File: config.mk
export PLATFORM = sky130hd
export DESIGN_NAME = lzc32_norm_uint_module
export DESIGN_NICKNAME = d
export VERILOG_FILES = /design/src/rtl/lzc_norm_pkg.sv /design/src/rtl/lzc_norm_shift_stage.sv /design/src/rtl/lzc32_norm_uint_module.sv
export SDC_FILE = /design/constraint.sdc
export NUM_CORES = 1
export LEC_CHECK = 0
export ABC_AREA = 1
export CAP_MARGIN = 20
export CORE_MARGIN = 2
export CORE_UTILIZATION = 60
export CTS_CLUSTER_SIZE = 25
export DETAILED_ROUTE_END_ITERATION = 10
export GPL_ROUTABILITY_DRIVEN = 0
export MAX_ROUTING_LAYER = met4
export PLACE_DENSITY_LB_ADDON = 0.3
export REMOVE_ABC_BUFFERS = 1
export SYNTH_ARGS = -nofsm -noshare
export SYNTH_HDL_FRONTEND = slang
export SYNTH_SLANG_ARGS = --single-unit
File: constraint.sdc
create_clock -name clock -period 2.1 [get_ports clock]
set_clock_uncertainty 0.05 [all_clocks]
set_input_delay 0.63 -clock clock [delete_from_list [all_inputs] [get_ports clock]]
set_output_delay 0.63 -clock clock [all_outputs]
set_load 0.02 [all_outputs]
File: src/rtl/lzc_norm_pkg.sv
// Shared widths, pipeline stage record and error sentinel for the LZC normaliser.
package lzc_norm_pkg;

  localparam int DATA_W = 32;
  localparam int CNT_W  = 5;

  typedef struct packed {
    logic              vld;
    logic              zero;
    logic [DATA_W-1:0] data;
    logic [CNT_W-1:0]  cnt;
  } stage_t;

  localparam logic [DATA_W-1:0] ERR_SENTINEL = 32'hFFFF_FFFF;

  // Build the S1 input record from the operand and the LZC word {.., v, z[4:0]}.
  function automatic stage_t stage_entry(input logic vld, input logic [DATA_W-1:0] a,
                                         input logic [DATA_W-1:0] b);
    stage_t s;
    s.vld  = vld;
    s.zero = b[CNT_W];
    s.data = b[CNT_W] ? '0 : a;
    s.cnt  = b[CNT_W-1:0];
    return s;
  endfunction

endpackage

File: src/rtl/lzc_norm_shift_stage.sv
// One registered barrel-shifter stage: shifts left by SHIFT when its count bit is set.
// Loads its predecessor on adv, holds otherwise.
module lzc_norm_shift_stage
  import lzc_norm_pkg::*;
#(
  parameter int SHIFT = 16
) (
  input  logic   clock,
  input  logic   resetn,
  input  logic   adv,
  input  stage_t din,
  output stage_t dout
);

  localparam int BIT = $clog2(SHIFT);

  stage_t nxt;

  always_comb begin
    nxt = din;
    if (din.cnt[BIT]) nxt.data = din.data << SHIFT;
  end

  always_ff @(posedge clock or negedge resetn) begin
    if (!resetn) begin
      dout <= '0;
    end else if (adv) begin
      dout <= nxt;
    end
  end

endmodule

File: src/rtl/lzc32_norm_uint_module.sv
// Five-stage pipelined left-normaliser driven by an LZC result word; whole pipe stalls when S5 is held.
// LZC_NORM_CHECK_EN: replace results whose MSB is not set (count inconsistent) with ERR_SENTINEL.
module lzc32_norm_uint_module
  import lzc_norm_pkg::*;
(
  input  logic              clock,
  input  logic              resetn,
  input  logic              ivalid,
  input  logic              iready,
  output logic              ovalid,
  output logic              oready,
  input  logic [DATA_W-1:0] datain_a,
  input  logic [DATA_W-1:0] datain_b,
  output logic [DATA_W-1:0] dataout
);

  stage_t pipe [0:5];
  logic   adv;

  assign adv     = ~pipe[5].vld | iready;
  assign oready  = adv;
  assign pipe[0] = stage_entry(ivalid & adv, datain_a, datain_b);

  // Shift amounts 16, 8, 4, 2, 1 consume count bits 4 down to 0.
  for (genvar i = 0; i < CNT_W; i++) begin : g_stage
    lzc_norm_shift_stage #(
      .SHIFT((DATA_W / 2) >> i)
    ) u_stage (
      .clock  (clock),
      .resetn (resetn),
      .adv    (adv),
      .din    (pipe[i]),
      .dout   (pipe[i+1])
    );
  end

  assign ovalid = pipe[5].vld;

`ifdef LZC_NORM_CHECK_EN
  assign dataout = (pipe[5].vld && !pipe[5].zero && !pipe[5].data[DATA_W-1]) ? ERR_SENTINEL
                                                                             : pipe[5].data;
`else
  assign dataout = pipe[5].data;
`endif

  logic unused_tail;
  assign unused_tail = ^{datain_b[DATA_W-1:CNT_W+1], pipe[5].cnt, pipe[5].zero};

endmodule

==> reports/summary.txt, run 1 <==
most instantiated library cell after synthesis -> sky130_fd_sc_hd__nand2_1
number of clock-tree buffers in the layout -> 19
Top-area cell share -> 0.5277
wire length of the first global-routing pass -> 27930 µm
half-perimeter wire length of the detailed placement result -> 10220 µm
net switching component of the power -> 5163 µW
Final Critical Period -> 2.046 ns
ys async rst share -> 1.000
Synth top cells by count -> sky130_fd_sc_hd__nand2_1 (515), sky130_fd_sc_hd__dfrtp_1 (175), sky130_fd_sc_hd__inv_1 (100)
Tool Warnings -> 51
power density cells -> 1400 nW/µm²
launch point of the worst reg-to-reg path -> g_stage[4].u_stage.dout[38]$_DFFE_PN0P_
top contributor to total power -> sequential cells
slew margin rel. -> 0.5666
initial core utilization -> 0.6192
number of clock sinks -> 175
cell area after synthesis -> 8298 µm²
antenna violations before repair -> 0
yosys synthesis chip area -> 8298 µm²
switching part of the total power -> 0.3807
relative area of non-clock buffer cells in the final design -> 0.1008
setup repair after global routing missed its margin -> false
CP max FO -> 2
number of buffers added by the clock tree synthesis step -> 17
endpoint of the worst register-to-register path -> g_stage[3].u_stage.dout[19]$_DFFE_PN0P_
post-CTS setup buffer count -> 0
library cell occupying the most area in the post-synthesis netlist -> sky130_fd_sc_hd__dfrtp_1
clock tree from TritonCTS -> built
Largest stage delay, worst path -> 0.60 ns
top cell class by occupied area -> sequential cells
static leakage -> 0.004935 µW
met2 capacity usage during global routing -> 0.3869
part of the power in the clock network -> 0.228
combinational power share -> 0.365
clk pwr -> 3100 µW
Hold WC Path Type -> in2async
crit-path leading delay family -> buffers and inverters
largest registers -> g_stage.u_stage.dout (175)
sequential element share of the synthesized area -> 0.5277
setup total negative slack -> 0 ns
Post-CTS Hold Buffers -> 0
number of vias after detailed routing -> 6627
GRT Resource Usage Total -> 0.2419
M1 GR Usage -> 0.3245
Max Used Layer -> met4
Post-Route WL -> 15900 µm
Initial DRC Count -> 527
Yosys cell types -> 17
CP Data Required Time -> 1.42 ns
number of buffers inserted by port buffering -> 75
largest vdd supply drop -> 0.6915 mV
share of post-route cells with drive strength above 1 -> 0.06171
final design instance area without fill -> 9686 µm²
Clock Tree Buf Depth -> 2
TAP cells -> 176
P&R area growth vs syn -> 16.72%
YS warnings -> 0
number of cells in the yosys synthesis report -> 1044
length of routed met3 wiring -> 582 µm
count of plain and timing-repair buffers in the layout -> 94
number of vias per cell -> 5.185
number of top-level pins -> 102
slack of the worst reg-to-reg path -> 0.48 ns
area enclosed by the die boundary -> 14790 µm²
H-tree levels -> 4
end of the critical path -> dataout[22]
number of sequential cells in the layout -> 175
via count of the first global-routing pass -> 6021
wl on met1 -> 7362 µm
run status -> complete, no violations
worst setup path startpoint -> g_stage[4].u_stage.dout[27]$_DFFE_PN0P_
path length in cells of the critical path -> 1
peak-usage layer in the global routing report -> met2
global-route congestion overflow total -> 0
largest net degree at the start of global routing -> 100
Yosys reg bits -> 175
flop share of the area -> 0.4521
cells along the critical path -> clkdlybuf4s50_1
footprint of the flip-flops and latches -> 4379 µm²
-- run 1: through the flow --
step           setup slack (ns)    util  hold slack [ns]  power (µW)  instances
2_1_floorplan            -2.117       -           0.2844        8676        976
3_5_place_dp            -0.3789  0.6782           0.4090       10470       1246
6_report                0.05420  0.7228          0.02271       13560       1278
4_1_cts                0.001875  0.7218          0.02247       13650       1278
3_3_place_gp            -0.3698  0.6782           0.3857       10290       1246
5_1_grt                0.001022  0.7228          0.02777       14610       1278
-- run 1: kinds of logic (layout without fill, tap and decap cells) --
group | after synthesis | count (layout) | synth area share
AOI/OAI and AO/OA | 137 | 137 | 0.1155
and+or+nand+nor | 561 | 561 | 0.2610
DFF | 175 | 175 | 0.5277
buffers and inverters | 171 | 229 | 0.09575
Figure 1. Metal 1 (run 1).
(4 px per µm)
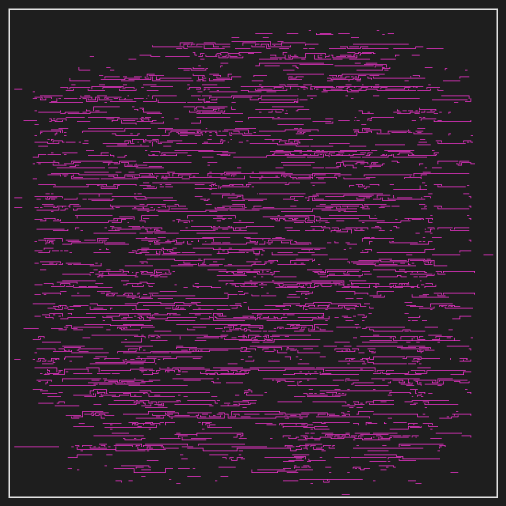
longest straight run: 21.6 µm
main direction: horizontal
wire length on this layer: 7360 µm
share of all routed wire: 46%
nets with wire on the layer: 1000

Figure 2. A small window of the routed layout (run 1).
Window x 18 to 43, y 79 to 104 µm. Cells in gray, sequential cells in the stronger gray; small squares are vias.
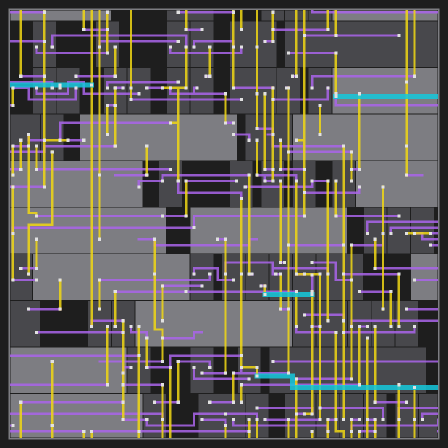
legend:
  cyan:
    layer: M3
  purple:
    layer: M1
  yellow:
    layer: M2
netlist names of flops here include: `g_stage.u_stage.dout` (11)
cells with their middle in the window: 64
sequential cells in the window: 11
most frequent: nand2_1 (37), dfrtp_1 (11)

Figure 3. Cells by drive strength (run 1).
(3 px per µm)
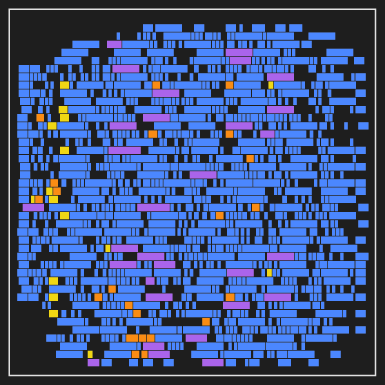
legend:
  yellow:
    size: x2
    cells: 16
    share: 1.5%
  blue:
    size: x1 and smaller
    cells: 1034
    share: 94%
  orange:
    size: x3 and x4
    cells: 22
    share: 2.0%
  purple:
    size: x6 and larger
    cells: 30
    share: 2.7%

Figure 4. Sequential cells colored by instance or generate block (run 1).
(2 px per µm)
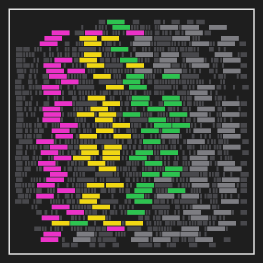

==> run 1 -> run 2 <==
--- a/config.mk
+++ b/config.mk
@@ -8,9 +8,10 @@
 export ABC_AREA = 1
 export CAP_MARGIN = 20
 export CORE_MARGIN = 2
-export CORE_UTILIZATION = 60
+export CORE_UTILIZATION = 65
 export CTS_CLUSTER_SIZE = 25
 export DETAILED_ROUTE_END_ITERATION = 10
+export DONT_BUFFER_PORTS = 1
 export GPL_ROUTABILITY_DRIVEN = 0
 export MAX_ROUTING_LAYER = met4
 export PLACE_DENSITY_LB_ADDON = 0.3
Figure 5. Sequential cells colored by instance or generate block (run 2).
(2 px per µm)
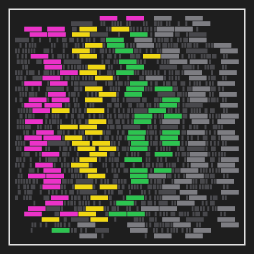
legend:
  magenta:
    scope: `g_stage[0]`
    flops: 37
    where: a column on the left
  green:
    scope: `g_stage[2]`
    flops: 35
    where: a column down the middle
  yellow:
    scope: `g_stage[1]`
    flops: 36
not colored: 67
utilization of the core after routing: 0.7078
tally of non-filler cells in the final layout: 1195

Figure 6. Metal 1 (run 2).
(4 px per µm)
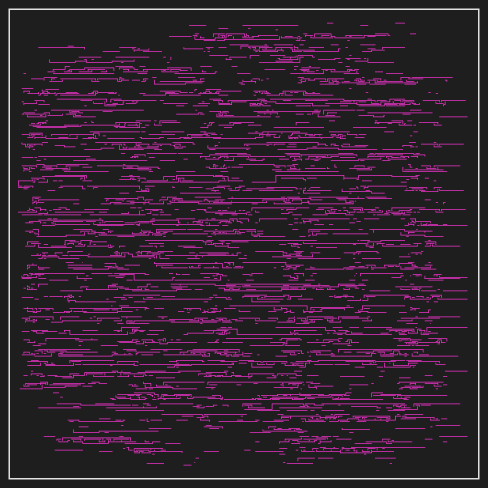
wire length on this layer: 7210 µm
share of all routed wire: 47%
longest straight run: 24.4 µm
main direction: horizontal

==> run 2 against run 1 <==
Maximum frequency rose by 5.9%. Via count is 5.2% lower. Highest routed layer unchanged. Combinational power down 22%. Die area is 7.4% lower. Largest cell class unchanged. Design area shrank 8.5%. Critical path type unchanged. Clock power about the same. The flow now finishes with violations (hold timing). Final cell count fell by 6.5%. Non-clock buffer count down 78. Global-route usage up 0.99 points. Worst hold slack got worse by 0.17 ns.
==> reports/summary.txt, run 2 <==
run status -> finished with violations
violated checks -> hold timing
top contributor to total power -> sequential cells
M1 GR Usage -> 0.3317
crit-path leading delay family -> flip-flops
met2 capacity usage during global routing -> 0.3950
combinational power share -> 0.299
H-tree levels -> 4
Final Critical Period -> 1.932 ns
worst setup path startpoint -> g_stage[4].u_stage.dout[38]$_DFFE_PN0P_
number of cells in the yosys synthesis report -> 1044
sequential element share of the synthesized area -> 0.5277
clock tree from TritonCTS -> built
number of buffers added by the clock tree synthesis step -> 17
Top-area cell share -> 0.5277
switching part of the total power -> 0.3823
cells along the critical path -> nand2_8
cell total after placement -> 1164
half-perimeter wire length of the detailed placement result -> 9938 µm
initial core utilization -> 0.6629
static leakage -> 0.004552 µW
Yosys cell types -> 17
global-route congestion overflow total -> 0
top cell class by occupied area -> sequential cells
most instantiated library cell after synthesis -> sky130_fd_sc_hd__nand2_1
number of vias per cell -> 5.258
clk pwr -> 3080 µW
Largest stage delay, worst path -> 0.50 ns
end of the critical path -> oready
antenna violations before repair -> 0
share of post-route cells with drive strength above 1 -> 0.05670
Tool Warnings -> 55
flop share of the area -> 0.4944
simple-gate area share of the yosys netlist -> 0.2610
launch point of the worst reg-to-reg path -> g_stage[4].u_stage.dout[38]$_DFFE_PN0P_
CP max FO -> 31
yosys synthesis chip area -> 8298 µm²
P&R area growth vs syn -> 6.770%
slew margin rel. -> 0.6754
footprint of the flip-flops and latches -> 4380 µm²
GRT Resource Usage Total -> 0.2518
endpoint of the worst register-to-register path -> g_stage[3].u_stage.dout[9]$_DFFE_PN0P_
YS warnings -> 0
largest vdd supply drop -> 0.6205 mV
number of clock-tree buffers in the layout -> 26
peak-usage layer in the global routing report -> met2
area enclosed by the die boundary -> 13690 µm²
number of sequential cells in the layout -> 175
number of vias after detailed routing -> 6283
post-CTS setup buffer count -> 0
slack of the worst reg-to-reg path -> 0.51 ns
wire length of the first global-routing pass -> 26290 µm
CP Data Required Time -> 1.42 ns
largest registers -> g_stage.u_stage.dout (175)
number of top-level pins -> 102
relative area of non-clock buffer cells in the final design -> 0.01779
count of plain and timing-repair buffers in the layout -> 16
Synth top cells by count -> sky130_fd_sc_hd__nand2_1 (515), sky130_fd_sc_hd__dfrtp_1 (175), sky130_fd_sc_hd__inv_1 (100)
Top non-seq family -> simple AND/OR/NAND/NOR gates
via count of the first global-routing pass -> 5637
part of the power in the clock network -> 0.240
ys async rst share -> 1.000
worst hold slack after final layout -> -0.1520 ns
Initial DRC Count -> 394
Hold Fails Final Rpt -> 175
Yosys reg bits -> 175
yosys xor share -> 0
post-synthesis share of cell area spent on and-or and or-and gates -> 0.1155
run 2: cell counts after synthesis:
No cell type changed its count.
run 2: layer usage:
layer / vias up / wire length [µm]
met3: 32 / 677
met1: 2898 / 7208
li1: 3202 / -
met2: 151 / 7156
met5: - / 0
met4: 0 / 320
run 2: metrics by stage:
step           setup TNS (ns)  cell area (µm²)  setup slack, ns    util
2_1_floorplan         -342.55             7890           -2.117       -
3_3_place_gp                0             8280           0.3798  0.6615
3_5_place_dp                0             8280           0.3635  0.6615
4_1_cts                     0             8860           0.1528  0.7078
5_1_grt                     0             8860           0.1316  0.7078
6_report                    0             8860           0.1679  0.7078
run 2: cell families after synthesis:
group | count (synthesis)
buffers and inverters | 171
DFF | 175
AOI/OAI and AO/OA | 137
and+or+nand+nor | 561
Figure 7. Cells by drive strength (run 2).
(3 px per µm)
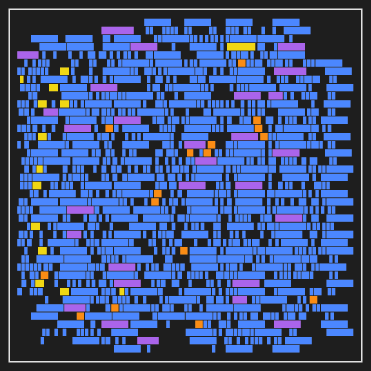

==> run 2 -> run 3 <==
--- a/config.mk
+++ b/config.mk
@@ -14,7 +14,7 @@
 export DONT_BUFFER_PORTS = 1
 export GPL_ROUTABILITY_DRIVEN = 0
 export MAX_ROUTING_LAYER = met4
-export PLACE_DENSITY_LB_ADDON = 0.3
+export PLACE_DENSITY = 0.92
 export REMOVE_ABC_BUFFERS = 1
 export SYNTH_ARGS = -nofsm -noshare
 export SYNTH_HDL_FRONTEND = slang
Figure 8. Cells by drive strength (run 3).
(3 px per µm)
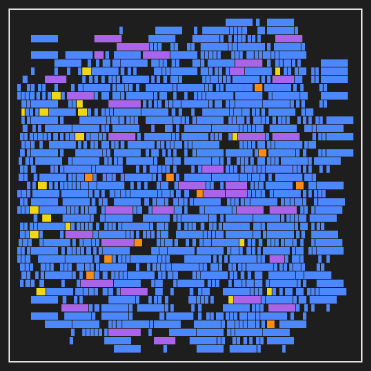
legend:
  yellow:
    size: x2
    cells: 18
    share: 1.8%
  orange:
    size: x3 and x4
    cells: 10
    share: 0.98%
  blue:
    size: x1 and smaller
    cells: 961
    share: 94%
  purple:
    size: x6 and larger
    cells: 33
    share: 3.2%
P&R area growth vs syn: 7.871%
slack of the critical path: 0.1445 ns

==> run 3 against run 2 <==
The run still ends with hold timing left. Sequential share of layout area decreased by 0.52 points. Synthesized area unchanged. Setup slack got worse by 0.023 ns. Count of clock-buffer cells in the layout decreased by 7. Die area unchanged. Non-clock buffer count decreased by 1. Clock power increased by 11%. Largest cell class unchanged. Highest routed layer unchanged.
==> reports/summary.txt, run 3 <==
run status -> finished with violations
violated checks -> hold timing
ys async rst share -> 1.000
setup total negative slack -> 0 ns
Post-Route WL -> 16570 µm
final design instance area without fill -> 8951 µm²
Yosys reg bits -> 175
adder share -> 0
antenna violations before repair -> 0
Top-area cell share -> 0.5277
number of buffers inserted by port buffering -> 0
Hold Fails Final Rpt -> 175
yosys xor share -> 0
top contributor to total power -> sequential cells
post-CTS setup buffer count -> 0
number of clock sinks -> 175
largest vdd supply drop -> 0.7287 mV
Synth top cells by count -> sky130_fd_sc_hd__nand2_1 (515), sky130_fd_sc_hd__dfrtp_1 (175), sky130_fd_sc_hd__inv_1 (100)
count of plain and timing-repair buffers in the layout -> 15
flop share of the area -> 0.4892
area enclosed by the die boundary -> 13690 µm²
largest net degree at the start of global routing -> 176
static leakage -> 0.004603 µW
number of sequential cells in the layout -> 175
slack of the worst reg-to-reg path -> 0.48 ns
slew margin rel. -> 0.5948
number of cells in the yosys synthesis report -> 1044
most instantiated library cell after synthesis -> sky130_fd_sc_hd__nand2_1
M1 GR Usage -> 0.3542
Yosys cell types -> 17
CP Data Required Time -> 1.42 ns
post-synthesis share of cell area spent on and-or and or-and gates -> 0.1155
Final Critical Period -> 1.955 ns
half-perimeter wire length of the detailed placement result -> 10270 µm
H-tree levels -> 4
number of top-level pins -> 102
initial core utilization -> 0.6629
clk pwr -> 3420 µW
part of the power in the clock network -> 0.256
path length in cells of the critical path -> 1
yosys synthesis chip area -> 8298 µm²
YS warnings -> 0
TAP cells -> 172
utilization of the core after routing -> 0.7151
number of vias after detailed routing -> 6425
global-route congestion overflow total -> 0
tally of non-filler cells in the final layout -> 1194
Tool Warnings -> 55
cell area after synthesis -> 8298 µm²
footprint of the flip-flops and latches -> 4379 µm²
GRT Resource Usage Total -> 0.2717
area after detailed placement -> 8309 µm²
share of post-route cells with drive strength above 1 -> 0.05969
library cell occupying the most area in the post-synthesis netlist -> sky130_fd_sc_hd__dfrtp_1
clock tree cell share of total cell area -> 0.07171
power density cells -> 1490 nW/µm²
worst hold slack after final layout -> -0.1616 ns
total chip power -> 13340 µW
number of buffers added by the clock tree synthesis step -> 17
simple-gate area share of the yosys netlist -> 0.2610
top cell class by occupied area -> sequential cells
net switching component of the power -> 5087 µW
CP max FO -> 35
sequential element share of the synthesized area -> 0.5277
fraction of synthesized area in multiplexers -> 0
cells along the critical path -> nand2_8
Top non-seq family -> simple AND/OR/NAND/NOR gates
crit-path leading delay family -> flip-flops
wire length of the first global-routing pass -> 28450 µm
worst setup path startpoint -> g_stage[4].u_stage.dout[38]$_DFFE_PN0P_
Figure 9. A small window of the routed layout (run 3).
Window x 17 to 42, y 75 to 100 µm. Cells in gray, sequential cells in the stronger gray; small squares are vias.
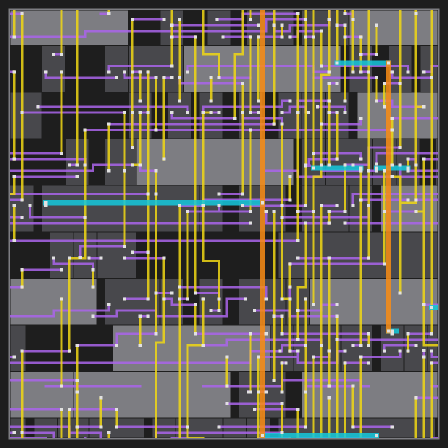
legend:
  orange:
    layer: M4
  cyan:
    layer: M3
  purple:
    layer: M1
  yellow:
    layer: M2
most frequent: nand2_1 (28), dfrtp_1 (10)
sequential cells in the window: 10
cells with their middle in the window: 57
netlist names of flops here include: `g_stage.u_stage.dout` (10)

[run 3: cell count changes in the layout (fill, tap and decap cells not counted)]
cell | before | now
sky130_fd_sc_hd__clkbuf_1 | 5 | 0
sky130_fd_sc_hd__clkinv_2 | 1 | 6
sky130_fd_sc_hd__buf_4 | 13 | 9
sky130_fd_sc_hd__buf_12 | 3 | 6
sky130_fd_sc_hd__bufinv_16 | 2 | 5
sky130_fd_sc_hd__clkbuf_8 | 4 | 2
sky130_fd_sc_hd__clkinvlp_4 | 2 | 0
sky130_fd_sc_hd__dfrtp_1 | 174 | 175
sky130_fd_sc_hd__dfrtp_2 | 1 | 0
sky130_fd_sc_hd__inv_6 | 0 | 1
[run 3: metal layers]
layer	wire length, µm	share of wire
met5	0	0
met4	315	0.019
met3	669	0.040
met2	8068	0.49
met1	7513	0.45
No activity file was given, so power comes from the tool's default toggle rates.
